--- config.mk ---
export PLATFORM = sky130hd
export DESIGN_NAME = ws2812_decoder
export DESIGN_NICKNAME = d
export VERILOG_FILES = /design/src/rtl/ws2812_decoder.sv
export SDC_FILE = /design/constraint.sdc
export NUM_CORES = 1
export LEC_CHECK = 0
export CORE_MARGIN = 4
export CORE_UTILIZATION = 58
export CTS_CLUSTER_DIAMETER = 200
export DETAILED_ROUTE_END_ITERATION = 8
export GPL_TIMING_DRIVEN = 0
export PLACE_DENSITY_LB_ADDON = 0.2
export SYNTH_ARGS = -nofsm -noshare
export SYNTH_HDL_FRONTEND = slang
export SYNTH_SLANG_ARGS = --single-unit
--- constraint.sdc ---
create_clock -name clk -period 2.8 [get_ports clk]
set_input_delay 0.56 -clock clk [delete_from_list [all_inputs] [get_ports clk]]
set_output_delay 0.56 -clock clk [all_outputs]
set_load 0.01 [all_outputs]
--- src/rtl/ws2812_decoder.sv ---
// WS2812 serial line decoder: recovers 24-bit GRB pixel words from pulse widths
// and reports pixel strobes, frame latch gaps and protocol errors.
module ws2812_decoder #(
    parameter int T_ONE_MIN  = 40,
    parameter int T_HIGH_MAX = 80,
    parameter int T_LATCH    = 3000,
    parameter int N_PIX      = 16
) (
    input  logic        clk,
    input  logic        rst,
    input  logic        din,
    output logic [23:0] pix_data,
    output logic        pix_valid,
    output logic [3:0]  pix_idx,
    output logic        frame_done,
    output logic [4:0]  pix_count,
    output logic        err,
    output logic        overflow
);

    localparam int CW = $clog2(T_LATCH + 1);
    localparam logic [CW-1:0] LATCH_C = CW'(T_LATCH);
    localparam logic [CW-1:0] ONE_C   = CW'(T_ONE_MIN);
    localparam logic [CW-1:0] HMAX_C  = CW'(T_HIGH_MAX);
    localparam logic [4:0]    NPIX_C  = 5'(N_PIX);

    typedef enum logic [2:0] {WAIT_GAP, IDLE, HIGH, LOW, ERROR} state_t;

    function automatic logic [CW-1:0] sat_inc(input logic [CW-1:0] c);
        return (&c) ? c : c + CW'(1);
    endfunction

    state_t         state, state_nxt;
    logic           din_p0, din_p1;
    logic [CW-1:0]  hi_cnt, lo_cnt, lo_inc;
    logic [4:0]     bit_cnt, word_cnt;
    logic [23:0]    shift, shift_nxt;
    logic           word_vld_p2;
    logic [23:0]    word_p2;
    logic [3:0]     idx_p2;
    logic           gap_done, frame_end, bit_done, hi_err;

    assign lo_inc    = sat_inc(lo_cnt);
    assign shift_nxt = {shift[22:0], (hi_cnt >= ONE_C)};

    // Stage p0/p1: two-flop synchronizer, everything below sees din_p1 only
    always_ff @(posedge clk) begin
        if (rst) begin
            din_p0 <= 1'b0;
            din_p1 <= 1'b0;
        end else begin
            din_p0 <= din;
            din_p1 <= din_p0;
        end
    end

    always_ff @(posedge clk) begin
        if (rst) state <= WAIT_GAP;
        else     state <= state_nxt;
    end

    always_comb begin
        state_nxt = state;
        unique case (state)
            WAIT_GAP: if (gap_done) state_nxt = IDLE;
            IDLE:     if (din_p1) state_nxt = HIGH;
            HIGH:     if (hi_err) state_nxt = ERROR;
                      else if (bit_done) state_nxt = LOW;
            LOW:      if (din_p1) state_nxt = HIGH;
                      else if (frame_end) state_nxt = IDLE;
            ERROR:    if (!din_p1) state_nxt = WAIT_GAP;
            default:  state_nxt = WAIT_GAP;
        endcase
    end

    always_comb begin
        gap_done  = 1'b0;
        frame_end = 1'b0;
        bit_done  = 1'b0;
        hi_err    = 1'b0;
        unique case (state)
            WAIT_GAP: gap_done  = !din_p1 && (lo_inc >= LATCH_C);
            HIGH:     begin
                          hi_err   = din_p1 && (hi_cnt >= HMAX_C);
                          bit_done = !din_p1;
                      end
            LOW:      frame_end = !din_p1 && (lo_inc >= LATCH_C);
            default:  ;
        endcase
    end

    // Stage p2: word assembly and pulse-width counting; stage p3 drives the outputs
    always_ff @(posedge clk) begin
        if (rst) begin
            hi_cnt      <= '0;
            lo_cnt      <= '0;
            bit_cnt     <= '0;
            word_cnt    <= '0;
            shift       <= '0;
            word_vld_p2 <= 1'b0;
            word_p2     <= '0;
            idx_p2      <= '0;
            pix_valid   <= 1'b0;
            pix_data    <= '0;
            pix_idx     <= '0;
            frame_done  <= 1'b0;
            pix_count   <= '0;
            err         <= 1'b0;
            overflow    <= 1'b0;
        end else begin
            word_vld_p2 <= 1'b0;
            frame_done  <= 1'b0;
            err         <= hi_err;
            pix_valid   <= word_vld_p2;
            if (word_vld_p2) begin
                pix_data <= word_p2;
                pix_idx  <= idx_p2;
            end

            unique case (state)
                WAIT_GAP: lo_cnt <= din_p1 ? '0 : lo_inc;
                IDLE, LOW: if (din_p1) hi_cnt <= CW'(1);
                           else        lo_cnt <= lo_inc;
                HIGH:     if (din_p1) hi_cnt <= sat_inc(hi_cnt);
                          else        lo_cnt <= CW'(1);
                ERROR:    lo_cnt <= din_p1 ? '0 : CW'(1);
                default:  ;
            endcase

            if (bit_done) begin
                if (bit_cnt == 5'd23) begin
                    bit_cnt <= '0;
                    shift   <= '0;
                    if (word_cnt < NPIX_C) begin
                        word_vld_p2 <= 1'b1;
                        word_p2     <= shift_nxt;
                        idx_p2      <= 4'(word_cnt);
                        word_cnt    <= word_cnt + 5'd1;
                    end else begin
                        overflow <= 1'b1;
                    end
                end else begin
                    bit_cnt <= bit_cnt + 5'd1;
                    shift   <= shift_nxt;
                end
            end

            if (hi_err) begin
                bit_cnt <= '0;
                shift   <= '0;
            end

            // A gap after an error starts a fresh frame without announcing one
            if (gap_done || frame_end) begin
                word_cnt <= '0;
                bit_cnt  <= '0;
                shift    <= '0;
                overflow <= 1'b0;
            end

            if (frame_end) begin
                frame_done <= 1'b1;
                pix_count  <= word_cnt;
                pix_idx    <= '0;
            end
        end
    end

endmodule

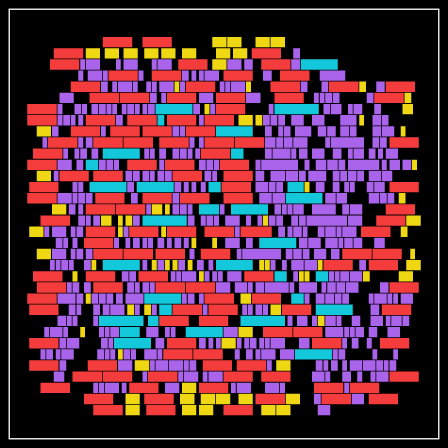
(cell classes on the final placement)
flip-flops -> red  # cells 128
other buffers and delay cells -> yellow  # cells 83
clock drivers and dummy loads -> cyan  # cells 32
all other logic -> purple  # cells 464
final core utilization: 0.7437
sequential share of cell area: 0.3877
row cnt: 34
core area: 0.008891 sq mm
fin area: 0.006613 sq mm

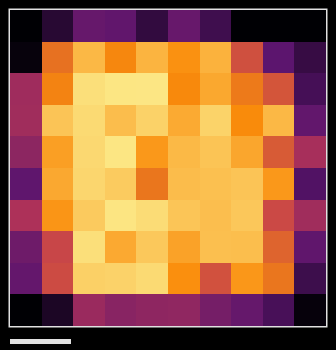
(cell area per tile)
Scale bar: 20 microns. The die is cut into 10 by 10 equal tiles; black is low, pale yellow is high, 0 to 100% covered.
fullest tile = 95%
mean over tiles = 59%
nearly empty tiles = 7.0%
emptiest ninth of the die = upper right
densest ninth of the die = center

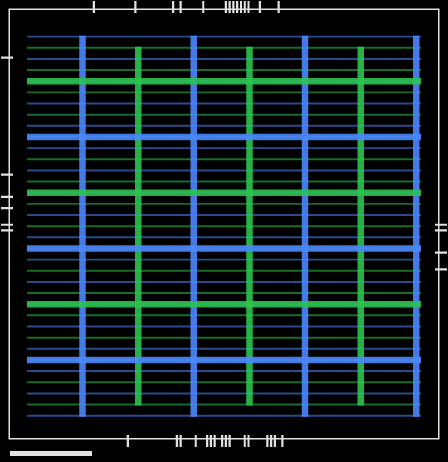
(floorplan with the power grid)
Scale bar: 20 microns. Pins as bars on the die edge.
VSS -> blue
VDD -> green
met4 straps = 7
rows = 34
signal pins = 40
chip height: 104.4 microns
VDD IR max: 0.4811 mV
die width: 104.4 microns

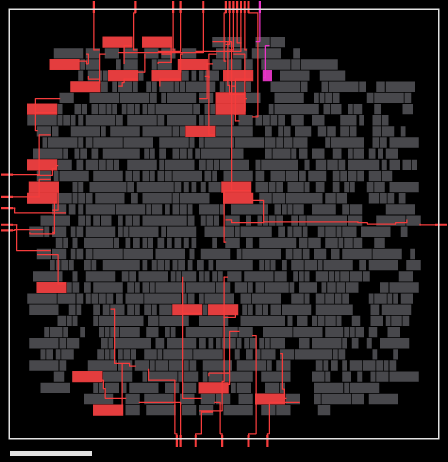
(port wiring)
Scale bar: 20 microns.
`pix_data` -> red  # direction output, edge 12 top, 6 bottom, 5 left, 1 right, end cells 24, buffers 24, wire 841 microns
`din` -> magenta  # direction input, edge top, end cells 1, buffers 1, wire 17.6 microns
port bufs: 38
I/O pins: 40

==> Slide: Implementation Results <==
Implementation Results

Run status
  • Status: complete, no violations

Finish
  • Fin nets: 702
  • Multi-In Gates: 457
  • Top Layout Cells: dfxtp_1 (127), nand2_1 (95), nor2_1 (81), a21oi_1 (70), clkdlybuf4s50_1 (38)
  • Share of layout cells above drive strength 1: 0.09477
  • Number of clock buffers in the layout: 18
  • Inserted Diodes: 0
  • Largest cell class: combinational gates
  • Nonclk buf count: 83
  • Reg area: 0.002564 sq mm
  • Signal inverters: 7
  • Final Non-Filler Cells: 815
  • Fraction of area in multi-input gates: 0.4044
  • Filler cells: 651
  • Clock buf/inv share: 0.09574
  • Logic area: 0.002674 sq mm
  • Area Overhead vs Synth: 22.65%
  • Non-clock buffer share: 0.08780
  • Top cell excl fill/tap: dfxtp_1
  • Seq_cells: 128

Yosys
  • Yosys warnings: 0
  • Syn nets: 643
  • Yosys cell count: 635
  • Post-synthesis instance total: 635
  • Chip Area, Yosys: 0.005391 sq mm
  • Seq share, synth: 0.4753
  • Cell area leaders: dfxtp_1 (48%), nand2_1 (6.6%), a21oi_1 (6.5%)
  • Synthesized area per cell: 8.490 sq um
  • Yosys top cell area share: 0.4753
  • Area leader, netlist: dfxtp_1
  • Synth cell types: 63
  • Synth Register Bits: 128
  • Mapped cell area: 0.005391 sq mm
  • Top_reg_cell synth: dfxtp_1
  • Post-synth ARST share: 0
  • Post-synth EDFFs: 0

STA
  • Tmin final: 2.674 ns
  • Relative slew slack: 0.4144
  • Achievable clock frequency: 373.9 MHz
  • Final hold vios: 0
  • Worst Tran Pin Value: 0.8784 ns
  • Setup violations, final: 0
  • Hold Slack: 0.4463 ns
  • Slack of the critical path: 0.1256 ns
  • Skew final: 0.009041 ns
  • Setup TNS: 0 ns
  • Slew Viols, Final: 0
  • RSZ-0062 raised after global routing: false
  • Cycle use final: 0.9551

Hold path
  • Min-delay worst type: reg -> reg
  • Hold path cells: 1
  • Worst Hold Path EP: din_p1
  • Hold_sp: din_p0

Placed design
  • RD Place Congestion: 0.9255
  • Placed cell area: 0.005907 sq mm
  • Worst slack at placement: -0.1980 ns
  • Inst Count DP: 781
  • DP HPWL: 8873 microns

Critical path
  • CP Data Required Time: 3.25 ns
  • RR Endpoint: state[0]
  • Worst endpoint data arrival time: 3.12 ns
  • Crit end category: flip-flop
  • Reg2reg path depth: 8
  • Worst setup SP type: flip-flop
  • Crit path from: lo_cnt[1]
  • R2r startpoint: lo_cnt[1]
  • Crit Path Max Fanout: 6
  • CP Capture Point: state[0]
  • Setup CP Type: reg -> reg
  • Reg2reg setup slack: 0.13 ns

Pwr
  • Leak: 2.279 nW
  • Pwr/cell area: 642.7 mW/mm^2
  • Power consumption: 4.250 mW

CTS
  • CTS Buffer Depth: 2
  • Cts hold-fix bufs: 0
  • Clk sink count: 128
  • TritonCTS clock tree: yes
  • Clk slew on worst S/H paths: 0.06 ns
  • TritonCTS Buffers: 17
  • Resize count post-CTS: 6
  • Clk latency late pin: 0.52 ns
  • Postcts setup bufs: 2
  • Root buffer cell: clkbuf_8
  • H-tree levels: 4

GRT
  • GRT Total Usage: 0.2444
  • First-pass GRT wire length: 21900 microns
  • Largest net degree at the start of global routing: 17
  • Initial antenna violation count: 0
  • Grt ovf: 0
  • Vias in the first global route: 4607

Drt
  • Drt pass-1 iters: 5
  • Vias per cell: 5.995
  • Routed WL: 13350 microns
  • DR iter-0 viols: 308
  • Detail Route Antenna Nets: 0
  • Overall via count from detail_route: 4886
  • Wire length per cell: 16.37 microns
  • Remaining DRCs: 0

Floorplan
  • TAP cells: 108
  • Die Area: 0.01090 sq mm
  • Initial Utilization: 0.6064

Job
  • Max-capacitance violation count: 0
  • Tool warning count: 28
==> worst max-delay path, cell delays in order (launching register included) <==
cell     delay (ns)
dfxtp_1        0.46
ha_4           0.21
and4_4         0.25
nand4_1        0.17
mux2i_4        0.27
or3_1          0.43
and4b_1        0.19
or4b_1         0.50
o22ai_1        0.13
==> per-layer routing <==
layer,track usage,wire [microns],vias up
met5,0,0,-
met4,0.09307,187,0
met3,0.05338,757,28
met2,0.4354,6921,174
met1,0.2853,5478,2357
li1,-,-,2327
==> cells by family (layout without fill, tap and decap cells) <==
logic type               after synthesis  in the layout  share of synthesized area
buffers and inverters                 50            122                    0.03899
AND/OR/NAND/NOR                      279            279                     0.2444
XOR/XNOR                              15             15                    0.02437
AND-OR/OR-AND                        124            124                     0.1416
multiplexers                          34             34                    0.06382
adder cells (fa/ha/maj)                5              5                    0.01160
flip-flops                           128            128                     0.4753
==> power breakdown <==
part           internal (mW)  total (mW)  leakage (nW)  switching [mW]
Combinational         0.0204      0.0733         0.940          0.0529
Clock                   1.49        2.34         0.308           0.856
Sequential              1.83        1.83          1.03         0.00766
==> sequential cells by signal (all words and copies together), names as in the netlist <==
signal / cells
bit_cnt: 5
din_p0: 1
din_p1: 1
err: 1
frame_done: 1
hi_cnt: 12
idx_p2: 4
lo_cnt: 12
overflow: 1
pix_count: 5
pix_data: 24
pix_idx: 4
pix_valid: 1
shift: 23
state: 3
word_cnt: 5
word_p2: 24
word_vld_p2: 1
==> synth_stat cells (9+ instances only) <==
master,count
dfxtp_1,128
nand2_1,95
nor2_1,81
a21oi_1,70
nand3_1,36
mux2i_1,33
clkbuf_1,29
o21ai_0,15
nor3_1,14
nand4_1,10
buf_2,9
xor2_1,9
Power and IR drop assume default switching activity.
